## src/rtl/pipeline_hazard_ctrl.sv

```systemverilog
// RAW hazard controller for the 4-stage integer pipeline: EX/WB destination tags, stall/bubble, drain FSM, stall counter.
// Optional operand forwarding from the WB slot is enabled with the PIPELINE_HAZARD_FWD_EN macro.
module pipeline_hazard_ctrl #(
    parameter int unsigned ADDR_W = 5,
    parameter int unsigned CNT_W  = 16
) (
    input  logic              clk,
    input  logic              rst_n,
    input  logic              id_valid_i,
    input  logic [ADDR_W-1:0] id_rs1_addr_i,
    input  logic              id_rs1_used_i,
    input  logic [ADDR_W-1:0] id_rs2_addr_i,
    input  logic              id_rs2_used_i,
    input  logic [ADDR_W-1:0] id_rd_addr_i,
    input  logic              id_rd_we_i,
    input  logic              drain_req_i,
    input  logic              stall_cnt_clr_i,
    output logic              issue_o,
    output logic              stall_o,
    output logic              id_bubble_o,
    output logic              drained_o,
    output logic [1:0]        inflight_o,
    output logic [CNT_W-1:0]  stall_cnt_o
`ifdef PIPELINE_HAZARD_FWD_EN
    ,
    output logic              fwd_rs1_o,
    output logic              fwd_rs2_o
`endif
);

    typedef enum logic [1:0] {
        ST_IDLE    = 2'd0,
        ST_DRAIN   = 2'd1,
        ST_DRAINED = 2'd2
    } state_t;

    localparam logic [CNT_W-1:0] CNT_MAX = '1;

    state_t              r_state;
    state_t              w_state_nxt;
    logic                r_ex_v;
    logic                r_wb_v;
    logic [ADDR_W-1:0]   r_ex_rd;
    logic [ADDR_W-1:0]   r_wb_rd;
    logic [CNT_W-1:0]    r_stall_cnt;

    logic                w_rs1_chk;
    logic                w_rs2_chk;
    logic                w_rs1_ex;
    logic                w_rs1_wb;
    logic                w_rs2_ex;
    logic                w_rs2_wb;
    logic                w_hazard;
    logic                w_idle;
    logic                w_issue;
    logic                w_tags_empty;
    logic                w_ex_v_nxt;

    // Per-source slot matches; x0 and unused sources never participate
    assign w_rs1_chk = id_rs1_used_i & (id_rs1_addr_i != '0);
    assign w_rs2_chk = id_rs2_used_i & (id_rs2_addr_i != '0);
    assign w_rs1_ex  = w_rs1_chk & r_ex_v & (r_ex_rd == id_rs1_addr_i);
    assign w_rs1_wb  = w_rs1_chk & r_wb_v & (r_wb_rd == id_rs1_addr_i);
    assign w_rs2_ex  = w_rs2_chk & r_ex_v & (r_ex_rd == id_rs2_addr_i);
    assign w_rs2_wb  = w_rs2_chk & r_wb_v & (r_wb_rd == id_rs2_addr_i);

`ifdef PIPELINE_HAZARD_FWD_EN
    // WB data is forwarded, so only a producer still in EX forces a stall
    assign w_hazard  = w_rs1_ex | w_rs2_ex;
    assign fwd_rs1_o = w_rs1_wb & ~w_rs1_ex;
    assign fwd_rs2_o = w_rs2_wb & ~w_rs2_ex;
`else
    assign w_hazard  = w_rs1_ex | w_rs1_wb | w_rs2_ex | w_rs2_wb;
`endif

    assign w_idle       = (r_state == ST_IDLE);
    assign w_issue      = id_valid_i & ~w_hazard & w_idle;
    assign w_tags_empty = ~r_ex_v & ~r_wb_v;
    assign w_ex_v_nxt   = w_issue & id_rd_we_i & (id_rd_addr_i != '0);

    assign issue_o     = w_issue;
    assign stall_o     = id_valid_i & ~w_issue;
    assign id_bubble_o = ~w_issue;
    assign drained_o   = (r_state == ST_DRAINED);
    assign inflight_o  = 2'(r_ex_v) + 2'(r_wb_v);
    assign stall_cnt_o = r_stall_cnt;

    // Destination tag pipeline: decode -> EX -> WB -> retired
    always_ff @(posedge clk or negedge rst_n) begin
        if (!rst_n) begin
            r_ex_v  <= 1'b0;
            r_wb_v  <= 1'b0;
            r_ex_rd <= '0;
            r_wb_rd <= '0;
        end else begin
            r_ex_v  <= w_ex_v_nxt;
            r_ex_rd <= id_rd_addr_i;
            r_wb_v  <= r_ex_v;
            r_wb_rd <= r_ex_rd;
        end
    end

    // Drain FSM state register
    always_ff @(posedge clk or negedge rst_n) begin
        if (!rst_n) begin
            r_state <= ST_IDLE;
        end else begin
            r_state <= w_state_nxt;
        end
    end

    // Drain FSM next state; an empty pipeline completes the drain
    always_comb begin
        w_state_nxt = r_state;
        case (r_state)
            ST_IDLE: begin
                if (drain_req_i) begin
                    w_state_nxt = ST_DRAIN;
                end
            end
            ST_DRAIN: begin
                if (w_tags_empty) begin
                    w_state_nxt = ST_DRAINED;
                end else if (!drain_req_i) begin
                    w_state_nxt = ST_IDLE;
                end
            end
            ST_DRAINED: begin
                if (!drain_req_i) begin
                    w_state_nxt = ST_IDLE;
                end
            end
            default: begin
                w_state_nxt = ST_IDLE;
            end
        endcase
    end

    // Saturating hazard-stall counter; clear wins over increment
    always_ff @(posedge clk or negedge rst_n) begin
        if (!rst_n) begin
            r_stall_cnt <= '0;
        end else if (stall_cnt_clr_i) begin
            r_stall_cnt <= '0;
        end else if (w_idle && id_valid_i && w_hazard && (r_stall_cnt != CNT_MAX)) begin
            r_stall_cnt <= r_stall_cnt + CNT_W'(1);
        end
    end

endmodule

```

## config.mk

```make
export PLATFORM = sky130hd
export DESIGN_NAME = pipeline_hazard_ctrl
export DESIGN_NICKNAME = d
export VERILOG_FILES = /design/src/rtl/pipeline_hazard_ctrl.sv
export SDC_FILE = /design/constraint.sdc
export NUM_CORES = 1
export LEC_CHECK = 0
export CAP_MARGIN = 20
export CORE_ASPECT_RATIO = 1.5
export CORE_MARGIN = 4
export CORE_UTILIZATION = 50
export DETAILED_ROUTE_END_ITERATION = 8
export PLACE_DENSITY = 0.85
export SLEW_MARGIN = 20
export SYNTH_ARGS = -nofsm -noshare
export SYNTH_HDL_FRONTEND = slang
export SYNTH_SLANG_ARGS = --single-unit
```

## constraint.sdc

```tcl
create_clock -name clk -period 3.7 [get_ports clk]
set_input_delay 0.555 -clock clk [delete_from_list [all_inputs] [get_ports clk]]
set_output_delay 0.555 -clock clk [all_outputs]
set_load 0.01 [all_outputs]
```

**Cell sizes after repair**

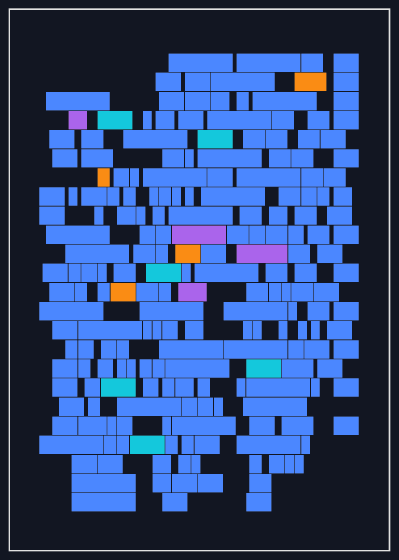
[_3 and _4 cells] purple | cells: 4
[_6 and larger] cyan | cells: 6 | most used: clkbuf_8
[_2 cells] orange | cells: 4 | most used: nand3_2
[_0 and _1 cells] blue | cells: 191 | most used: clkdlybuf4s50_1
bufs w/o clock: 45
final worst-path setup slack: 305 ps
final standard cell area without fillers: 0.00215 mm2
Layout area overhead: 36.0%

**Routing congestion**

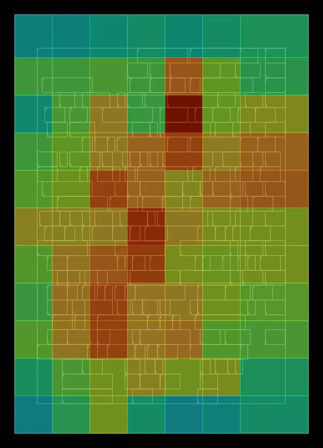
Avg WL per Cell: 17.3 um
layer with the highest usage: met2
M1 GR Usage: 26.7%

==> Table 3: Implementation characteristics <==
Physical design parameters

Parameter                              Value

Power
  Net switching fraction of the power    27.0%
  Net switching component of the power    0.213 mW
  Power after layout    0.789 mW
  Portion of total power attributed to the clock network    34.0%

Outcome
  Outcome    complete, no violations

Timing
  Max Clock Freq    295 MHz
  Transition at the pin with the smallest max-transition slack    656 ps
  Final count of pins violating max slew    0
  Post-Route Setup TNS    0 ps
  Max-Slew Margin vs Limit    56.1%

Critical path
  Critical path data required time    3140 ps
  Startpoint of the worst register-to-register path    r_wb_rd[4]$_DFF_PN0_
  Startpoint class of the critical path    input pin
  Slowest library cell on the worst path    clkdlybuf4s50_1
  Max stage delay on crit path    540 ps
  Kind of critical path    in2out
  Worst endpoint data arrival time    2840 ps
  Cell type group with the largest total delay on the critical path    buffers and inverters

Route
  Number of vias after detailed routing    1379
  Met3 wire length    209 um
  Max layer used    met4
  Aggregate routed wire length    4220 um
  Met2 wire length    2290 um

Clock tree
  Clock tree from TritonCTS    built
  Clock Latency Late Sink    280 ps
  Total of cells resized after clock tree synthesis    0

Synthesis
  YS warnings    0
  Share of the yosys chip area belonging to registers    47.5%
  Complex Gates by Area    10.4%
  Cell Type Count    29
  Number of synthesized flops with an enable pin    0
  Cell area after technology mapping    0.00158 mm2

Min path
  Count of cells along the worst hold path    0
  Worst Hold Path EP    r_wb_rd[0]$_DFF_PN0_
  Worst Hold Launch    r_ex_rd[0]$_DFF_PN0_

Die
  Die outline width    53.9 um
  Core ar.    0.00297 mm2

Place
  Placed standard-cell area    0.00206 mm2
  Placer congestion estimate    0.807
  Pre-CTS setup slack    313 ps

Layout
  Fraction of layout instances using a drive strength above 1    6.83%

GRT
  Via count of the first global-routing pass    1483
Yosys cell counts, types with 3 or more instances:
library cell | n | area [um2]
nand3_1 | 8 | 40.0
nor2b_1 | 4 | 25.0
a21oi_1 | 7 | 35.0
nand2_1 | 9 | 33.8
dfrtp_1 | 30 | 751
xor2_1 | 23 | 201
ha_1 | 3 | 37.5
o21ai_0 | 7 | 35.0
inv_1 | 4 | 15.0
or4_1 | 7 | 52.6
nand4_1 | 4 | 25.0
nor2_1 | 17 | 63.8
o21ai_1 | 4 | 20.0
or3_1 | 5 | 31.3
nor4_1 | 3 | 18.8
power groups by stage:
stage,sequential [mW],combinational (mW),clock [mW]
3_3_place_gp,0.367,0.153,0
3_5_place_dp,0.368,0.160,0
2_1_floorplan,0.364,0.0752,0
6_report,0.362,0.159,0.268
5_1_grt,0.365,0.174,0.287
4_1_cts,0.362,0.162,0.271
layout make-up:
cell class	count	area, um2
clock buffers	7	86.3
well taps	39	48.8
clock inverters	1	5.00
repair buffers	45	448
flip-flops and latches	30	751
multi-input cells	118	797
fillers	218	822
inverters	4	15.0
placed cells by master (no fill, tap or decap), types with 2 or more instances in the layout:
master           synthesis  layout
clkdlybuf4s50_1          0      44
dfrtp_1                 30      30
xor2_1                  23      23
nor2_1                  17      17
nand2_1                  9       9
nand3_1                  8       8
or4_1                    7       7
o21ai_0                  7       7
a21oi_1                  7       7
clkbuf_8                 0       6
or3_1                    5       5
nor2b_1                  4       4
inv_1                    4       4
o21ai_1                  4       4
nand4_1                  4       4
nor4_1                   3       3
ha_1                     3       3
xnor2_1                  2       2
a32oi_1                  2       2
and3_1                   2       2
nand3_2                  2       2
o31ai_1                  2       2
flip-flops by register name, summed over array words and instances (netlist names):
register,count
r_wb_rd,5
r_state,2
r_ex_rd,5
r_ex_v,1
stall_cnt_o,16
r_wb_v,1
No activity file was given, so power comes from the tool's default toggle rates.
